--- src/rtl/cla_add_arbiter_if.sv ---
// Purpose : request/response bundle between the ALU-side clients and the shared adder arbiter.
// Ports   : req_valid/req_ready/req_a/req_b (per-requester operand handshake, 32-bit slices),
//           rsp_valid/rsp_ready/rsp_sum/rsp_id (single result port, 33-bit sum plus owner ID).
interface cla_add_arbiter_if #(
  parameter int N_REQ = 4,
  parameter int ID_W  = $clog2(N_REQ)
);
  logic [N_REQ-1:0]    req_valid;
  logic [N_REQ-1:0]    req_ready;
  logic [N_REQ*32-1:0] req_a;
  logic [N_REQ*32-1:0] req_b;
  logic                rsp_valid;
  logic                rsp_ready;
  logic [32:0]         rsp_sum;
  logic [ID_W-1:0]     rsp_id;

  // Client side: presents operands, consumes results.
  modport master (
    output req_valid, req_a, req_b, rsp_ready,
    input  req_ready, rsp_valid, rsp_sum, rsp_id
  );

  // Arbiter side.
  modport slave (
    input  req_valid, req_a, req_b, rsp_ready,
    output req_ready, rsp_valid, rsp_sum, rsp_id
  );
endinterface

--- src/rtl/cla_add_arbiter.sv ---
// Purpose : round-robin share of one 32-bit carry-lookahead adder among N_REQ requesters.
//           Latency: ready seen in cycle T, registered result valid in cycle T+2; 1 op / 3 cycles.
//           Backpressure: result held stable until rsp_ready; no requester is readied meanwhile.
// Ports   : clk, rst_n (async active-low), bus (cla_add_arbiter_if.slave), busy (state != IDLE).
//           Optional macro ADD_ARB_STATS_EN adds stat_grant (N_REQ x 16-bit saturating grant
//           counts) and stat_cout (16-bit saturating count of results with carry-out set).
module cla_add_arbiter #(
  parameter int N_REQ = 4,
  parameter int ID_W  = $clog2(N_REQ)
) (
  input  logic                  clk,
  input  logic                  rst_n,
  cla_add_arbiter_if.slave      bus,
  output logic                  busy
`ifdef ADD_ARB_STATS_EN
  ,
  output logic [N_REQ*16-1:0]   stat_grant,
  output logic [15:0]           stat_cout
`endif
);

  localparam logic [1:0] ST_IDLE = 2'd0;
  localparam logic [1:0] ST_EXEC = 2'd1;
  localparam logic [1:0] ST_RESP = 2'd2;

  logic [1:0]      state_q,     state_d;
  logic [31:0]     op_a_q,      op_a_d;
  logic [31:0]     op_b_q,      op_b_d;
  logic [ID_W-1:0] id_q,        id_d;
  logic [ID_W-1:0] rr_ptr_q,    rr_ptr_d;
  logic [32:0]     rsp_sum_q,   rsp_sum_d;
  logic            rsp_valid_q, rsp_valid_d;

  // ---------------------------------------------------------------------------
  // Round-robin pick: first valid requester strictly after rr_ptr, wrapping.
  // ---------------------------------------------------------------------------
  logic            found_w;
  logic [ID_W-1:0] winner_w;
  logic [31:0]     sel_a_w;
  logic [31:0]     sel_b_w;

  always_comb begin
    found_w  = 1'b0;
    winner_w = '0;
    for (int k = 1; k <= N_REQ; k++) begin
      int unsigned     idx;
      logic [ID_W-1:0] idx_w;
      idx   = (int'(rr_ptr_q) + k) % N_REQ;
      idx_w = ID_W'(idx);
      if (!found_w && bus.req_valid[idx_w]) begin
        found_w  = 1'b1;
        winner_w = idx_w;
      end
    end
  end

  // Operand mux with constant slices only.
  always_comb begin
    sel_a_w = '0;
    sel_b_w = '0;
    for (int k = 0; k < N_REQ; k++) begin
      if (winner_w == ID_W'(k)) begin
        sel_a_w = bus.req_a[k*32 +: 32];
        sel_b_w = bus.req_b[k*32 +: 32];
      end
    end
  end

  // Ready is gated by rst_n so every output reads zero while reset is held,
  // even if requesters keep valid asserted through it.
  always_comb begin
    bus.req_ready = '0;
    if (rst_n && state_q == ST_IDLE && found_w) begin
      bus.req_ready[winner_w] = 1'b1;
    end
  end

  // ---------------------------------------------------------------------------
  // Shared adder: 4-bit lookahead blocks, block carries chained through group G/P.
  // ---------------------------------------------------------------------------
  logic [31:0] p_w, g_w, c_w;
  logic [7:0]  gg_w, gp_w;
  logic [8:0]  bc_w;
  logic [32:0] sum_w;

  always_comb begin
    p_w  = op_a_q ^ op_b_q;
    g_w  = op_a_q & op_b_q;
    gg_w = '0;
    gp_w = '0;
    bc_w = '0;
    c_w  = '0;
    for (int k = 0; k < 8; k++) begin
      gp_w[k] = &p_w[k*4 +: 4];
      gg_w[k] = g_w[k*4+3]
              | (p_w[k*4+3] & g_w[k*4+2])
              | (p_w[k*4+3] & p_w[k*4+2] & g_w[k*4+1])
              | (p_w[k*4+3] & p_w[k*4+2] & p_w[k*4+1] & g_w[k*4]);
    end
    for (int k = 0; k < 8; k++) begin
      bc_w[k+1] = gg_w[k] | (gp_w[k] & bc_w[k]);
    end
    for (int k = 0; k < 8; k++) begin
      c_w[k*4]   = bc_w[k];
      c_w[k*4+1] = g_w[k*4] | (p_w[k*4] & bc_w[k]);
      c_w[k*4+2] = g_w[k*4+1] | (p_w[k*4+1] & g_w[k*4])
                 | (p_w[k*4+1] & p_w[k*4] & bc_w[k]);
      c_w[k*4+3] = g_w[k*4+2] | (p_w[k*4+2] & g_w[k*4+1])
                 | (p_w[k*4+2] & p_w[k*4+1] & g_w[k*4])
                 | (p_w[k*4+2] & p_w[k*4+1] & p_w[k*4] & bc_w[k]);
    end
    sum_w = {bc_w[8], p_w ^ c_w};
  end

  // ---------------------------------------------------------------------------
  // Control FSM
  // ---------------------------------------------------------------------------
  always_comb begin
    state_d     = state_q;
    op_a_d      = op_a_q;
    op_b_d      = op_b_q;
    id_d        = id_q;
    rr_ptr_d    = rr_ptr_q;
    rsp_sum_d   = rsp_sum_q;
    rsp_valid_d = rsp_valid_q;
    case (state_q)
      ST_IDLE: begin
        if (found_w) begin
          op_a_d   = sel_a_w;
          op_b_d   = sel_b_w;
          id_d     = winner_w;
          rr_ptr_d = winner_w;
          state_d  = ST_EXEC;
        end
      end
      ST_EXEC: begin
        rsp_sum_d   = sum_w;
        rsp_valid_d = 1'b1;
        state_d     = ST_RESP;
      end
      ST_RESP: begin
        if (bus.rsp_ready) begin
          rsp_valid_d = 1'b0;
          state_d     = ST_IDLE;
        end
      end
      default: begin
        rsp_valid_d = 1'b0;
        state_d     = ST_IDLE;
      end
    endcase
  end

  always_ff @(posedge clk or negedge rst_n) begin
    if (!rst_n) begin
      state_q     <= ST_IDLE;
      op_a_q      <= '0;
      op_b_q      <= '0;
      id_q        <= '0;
      rr_ptr_q    <= ID_W'(N_REQ - 1);
      rsp_sum_q   <= '0;
      rsp_valid_q <= 1'b0;
    end else begin
      state_q     <= state_d;
      op_a_q      <= op_a_d;
      op_b_q      <= op_b_d;
      id_q        <= id_d;
      rr_ptr_q    <= rr_ptr_d;
      rsp_sum_q   <= rsp_sum_d;
      rsp_valid_q <= rsp_valid_d;
    end
  end

  assign bus.rsp_valid = rsp_valid_q;
  assign bus.rsp_sum   = rsp_sum_q;
  assign bus.rsp_id    = id_q;
  assign busy          = (state_q != ST_IDLE);

`ifdef ADD_ARB_STATS_EN
  // ---------------------------------------------------------------------------
  // Saturating statistics
  // ---------------------------------------------------------------------------
  logic [N_REQ-1:0][15:0] stat_grant_q;
  logic [15:0]            stat_cout_q;

  always_ff @(posedge clk or negedge rst_n) begin
    if (!rst_n) begin
      stat_grant_q <= '0;
      stat_cout_q  <= '0;
    end else begin
      if (state_q == ST_IDLE && found_w && stat_grant_q[winner_w] != 16'hFFFF) begin
        stat_grant_q[winner_w] <= stat_grant_q[winner_w] + 16'd1;
      end
      if (state_q == ST_EXEC && sum_w[32] && stat_cout_q != 16'hFFFF) begin
        stat_cout_q <= stat_cout_q + 16'd1;
      end
    end
  end

  assign stat_grant = stat_grant_q;
  assign stat_cout  = stat_cout_q;
`endif

endmodule

--- src/flat_wrapper.sv ---
// flat-port wrapper written by rule: the top's interface ports become plain ports
module cla_add_arbiter_flat 
#(
  parameter int N_REQ = 4,
  parameter int ID_W  = $clog2(N_REQ)
)
  (clk, rst_n, busy, bus_req_valid, bus_req_a, bus_req_b, bus_rsp_ready, bus_req_ready, bus_rsp_valid, bus_rsp_sum, bus_rsp_id);
  cla_add_arbiter_if #(.N_REQ(N_REQ), .ID_W(ID_W)) bus_i ();
  input  logic clk;
  input  logic rst_n;
  output logic busy;
  input wire logic [$bits(bus_i.req_valid)-1:0] bus_req_valid;
  input wire logic [$bits(bus_i.req_a)-1:0] bus_req_a;
  input wire logic [$bits(bus_i.req_b)-1:0] bus_req_b;
  input wire logic [$bits(bus_i.rsp_ready)-1:0] bus_rsp_ready;
  output wire logic [$bits(bus_i.req_ready)-1:0] bus_req_ready;
  output wire logic [$bits(bus_i.rsp_valid)-1:0] bus_rsp_valid;
  output wire logic [$bits(bus_i.rsp_sum)-1:0] bus_rsp_sum;
  output wire logic [$bits(bus_i.rsp_id)-1:0] bus_rsp_id;
  assign bus_i.req_valid = bus_req_valid;
  assign bus_i.req_a = bus_req_a;
  assign bus_i.req_b = bus_req_b;
  assign bus_i.rsp_ready = bus_rsp_ready;
  assign bus_req_ready = bus_i.req_ready;
  assign bus_rsp_valid = bus_i.rsp_valid;
  assign bus_rsp_sum = bus_i.rsp_sum;
  assign bus_rsp_id = bus_i.rsp_id;
  cla_add_arbiter #(.N_REQ(N_REQ), .ID_W(ID_W)) u_core (.clk(clk), .rst_n(rst_n), .bus(bus_i), .busy(busy));
endmodule
--- config.mk ---
export PLATFORM = sky130hd
export DESIGN_NAME = cla_add_arbiter_flat
export DESIGN_NICKNAME = d
export VERILOG_FILES = /design/src/rtl/cla_add_arbiter_if.sv /design/src/rtl/cla_add_arbiter.sv /design/src/flat_wrapper.sv
export SDC_FILE = /design/constraint.sdc
export NUM_CORES = 1
export LEC_CHECK = 0
export CAP_MARGIN = 0
export CORE_MARGIN = 5
export CORE_UTILIZATION = 35
export CTS_CLUSTER_DIAMETER = 200
export DETAILED_ROUTE_END_ITERATION = 8
export GPL_ROUTABILITY_DRIVEN = 1
export GPL_TIMING_DRIVEN = 1
export PLACE_DENSITY = 0.68
export SLEW_MARGIN = 40
export SYNTH_ARGS = -nofsm -noshare
export SYNTH_HDL_FRONTEND = slang
export SYNTH_SLANG_ARGS = --single-unit
--- constraint.sdc ---
create_clock -name clk -period 6.5 [get_ports clk]
set_input_delay 0.65 -clock clk [delete_from_list [all_inputs] [get_ports clk]]
set_output_delay 0.65 -clock clk [all_outputs]
set_load 0.02 [all_outputs]
==> git commit body <==
Update PnR metrics after Yosys + OpenROAD run

- Chip width: between 150 and 200 um
* Kind of cell with the highest combined delay on the critical path: buffers and inverters
* Post-CTS resize count: 0
- Core utilization before placement: 35.4%
- # H-tree levels: 3
- Start point of the critical path: bus_req_valid[0]
* Fin crit period: 3.88 ns
- Power share of the combinational group: 62.6%
* Dominant cell by count in the synthesized netlist: sky130_fd_sc_hd__nand2_1
- Tally of OpenROAD warnings: 28
- Per report_power, the clock group accounts for between 10% and 20% of the total.
- Distinct cell type count after synthesis: 49
* Max Fanout on Critical Path: approximately 56
- Buffers added to address setup during post-CTS repair amount to 0.
* Most used cells in the layout excluding fill and tap cells: 448 x sky130_fd_sc_hd__nand2_1, 302 x sky130_fd_sc_hd__clkdlybuf4s50_1, 160 x sky130_fd_sc_hd__o21ai_0
- Total cell area reported by yosys after synthesis: 7140 um^2
* Pwr per Cell Area: 458 nW/um^2
- The synthesized design spends more area on one cell type than any other, namely sky130_fd_sc_hd__dfrtp_1.
- Stages on worst setup path: 9
- According to the floorplan report, the placeable core area is 20200 um^2.
- Half-perimeter wire length after detailed placement: ~19000 um
* Fraction of synthesis flops using an asynchronous set or reset pin: 100%
- Across the whole layout, storage elements account for about 2600 um^2.
- Clock-pin slew on the worst setup and hold paths: approximately 0.06 ns
* Count of warnings emitted by yosys: 0
- Diodes inserted: 0
- The worst setup path is launched from an input port.
- After technology mapping, the gate count stands at between 1000 and 1500.
- Critical Path End Type: output pin
- Share of power burned in registers: 26.2%
* Status: finished, final reports clean
* Pin count of the biggest net entering global routing: 105
- Count of flip-flops with a built-in enable after synthesis: 0
- Predominant post-synthesis flop cell: sky130_fd_sc_hd__dfrtp_1
- For this run, the post-layout net count is between 1500 and 2000.
- The net switching power in the latest report is 2.32 mW.
- DIE AREA: 23400 um^2
* Sum Neg Setup Slack: 0 ns
- Peak Freq: roughly 260 MHz
- The total overflow left after global routing is 0.
- Post-route clock period utilization: 59.7%
* DR vias/cell: approximately 4.8
- Insertion Delay late pin: around 0.35 ns
- The average instance in the mapped netlist occupies 7.01 um^2.
- CTS tree: done
* Least-Margin Pin Slew: roughly 0.73 ns
* Register-to-register path setup slack: about 3.2 ns
* Worst clock skew: 0.00512 ns
- Row generation in the floorplan step produced 52 rows.
- In this run the cell area measured after placement is 10400 um^2.
- The area growth from synthesis to layout is 49.8%.
- Critical Path, Cell by Cell: clkdlybuf4s50_1 -> nor4_1 -> or2_4 -> inv_1 -> nand2_1 -> nor3_1 -> nand2_1 -> nor2_1 -> clkdlybuf4s50_1
- The most critical setup path has its endpoint at bus_req_ready[0].
* Worst max-slew margin expressed relative to the limit: 51.1%
- Layout cells sized above 1: 3.67%
- The longest clock path from root to sink contains 2 buffers.
- Logic area: about 4300 um^2
- Post-synth regs: 104
- Hold repair after CTS inserted 0 buffers.
- The violation tally recorded at the end of detailed-routing iteration 0 is 386.
* Max-capacitance violation count: 0
* Top cells by instance count after synthesis: 448 x sky130_fd_sc_hd__nand2_1, 160 x sky130_fd_sc_hd__o21ai_0, 102 x sky130_fd_sc_hd__dfrtp_1, 71 x sky130_fd_sc_hd__nand3_1, 58 x sky130_fd_sc_hd__clkbuf_1
- Antenna violations before repair: 0
- In this run the cell area of the synthesized design comes to between 7000 and 8000 um^2.
==> cell type report <==
cell class | instances | area share (%)
well taps | 270 | 3.16
clock buffers | 11 | 2.27
clock inverters | 5 | 0.527
repair buffers | 312 | 29.2
flip-flops and latches | 104 | 24.4
multi-input cells | 845 | 40.4
inverters | 4 | 0.140
==> cells by family after synthesis <==
| kind of cell | after synthesis | share of synthesized area (%) |
|---|---|---|
| and+or+nand+nor | 573 | 33.0 |
| buffers and inverters | 70 | 3.70 |
| muxes | 2 | 0.280 |
| xor gates and xnor gates | 15 | 1.84 |
| DFF | 104 | 36.5 |
| AOI/OAI and AO/OA | 215 | 16.9 |
| adders and majority gates | 40 | 7.85 |
==> power groups by stage <==
| stage | registers (mW) | logic (mW) | clock network (mW) |
|---|---|---|---|
| global placement | 1.28 | 3.00 | 0 |
| detailed placement | 1.29 | 3.06 | 0 |
| global route | 1.32 | 3.47 | 0.593 |
| floorplan | 1.31 | 1.95 | 0 |
| finish | 1.28 | 3.06 | 0.552 |
| CTS | 1.28 | 3.08 | 0.566 |
==> layer usage <==
layer | share of wire, % | wire [um] | global-route usage, % | vias up
met5 | 0 | 0 | 0 | -
met4 | 1.8 | 423 | 4.54 | 0
met2 | 46 | 11000 | 32.4 | 204
met3 | 5.2 | 1260 | 4.10 | 29
li1 | - | - | - | 3903
met1 | 47 | 11400 | 27.2 | 3348
==> through the flow <==
step                      power, mW  std cells  setup WS, ns  util [%]
after floorplan                3.26       1019          3.42         -
after global placement         4.29       1533          2.34      51.3
after detailed placement       4.35       1534          2.62      51.4
after CTS                      4.93       1550          2.62      52.9
after global routing           5.38       1551          2.34      53.0
final                          4.90       1551          2.62      53.0
Fig. 1: I/O nets highlighted
Drawn at 3 px/um.
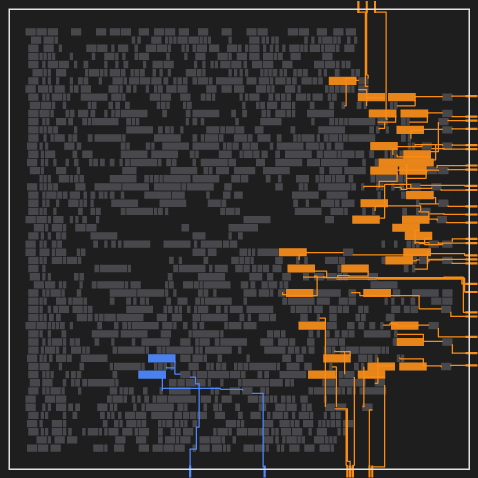
| color | port | direction | edge | end cells | wire |
|---|---|---|---|---|---|
| blue | bus_rsp_id | output | bottom | 2 | 107 um |
| orange | bus_rsp_sum | output | 25 right, 5 bottom, 3 top | 33 | 1120 um |
I/O pin count: 304
IO Port Bufs: 303

Fig. 2: logic cells by family
Drawn at 2 px/um.
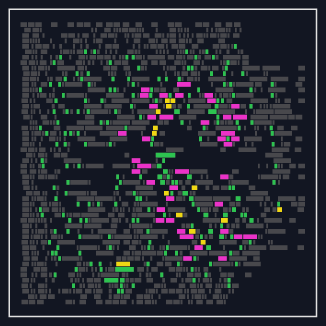
| color | family | cells | most used |
|---|---|---|---|
| yellow | non-inverting ao/oa cells | 14 | a21o_1 |
| magenta | fa/ha/maj cells | 40 | ha_1 |
| green | aoi and oai cells | 201 | o21ai_0 |
logic gate fraction of the total cell area: 40.4%
Post-Layout Cell Count: 1551
most common cell after layout, fill and taps aside: sky130_fd_sc_hd__nand2_1

Fig. 3: sequential cells grouped by signal name
Drawn at 2 px/um. Other sequential cells in the stronger gray, the rest of the logic in the fainter gray.
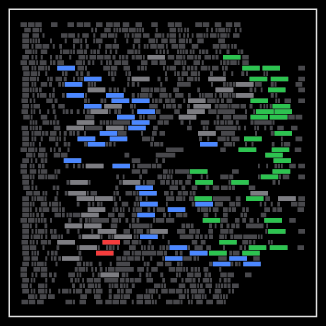
| color | name in the netlist | flops |
|---|---|---|
| red | u_core.bus.rsp_id | 2 |
| green | u_core.bus.rsp_sum | 33 |
| blue | u_core.op_b_q | 32 |
not colored: 37
sequential portion of the cell area: 24.4%
final core utilization: 53.0%

Fig. 4: clock nets
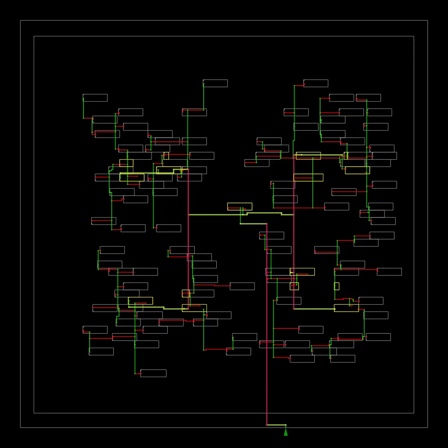
power in the clock group: 0.552 mW
number of flip-flops and latches: 104
sink count of the clock tree: 104

No activity file was given, so power comes from the tool's default toggle rates.
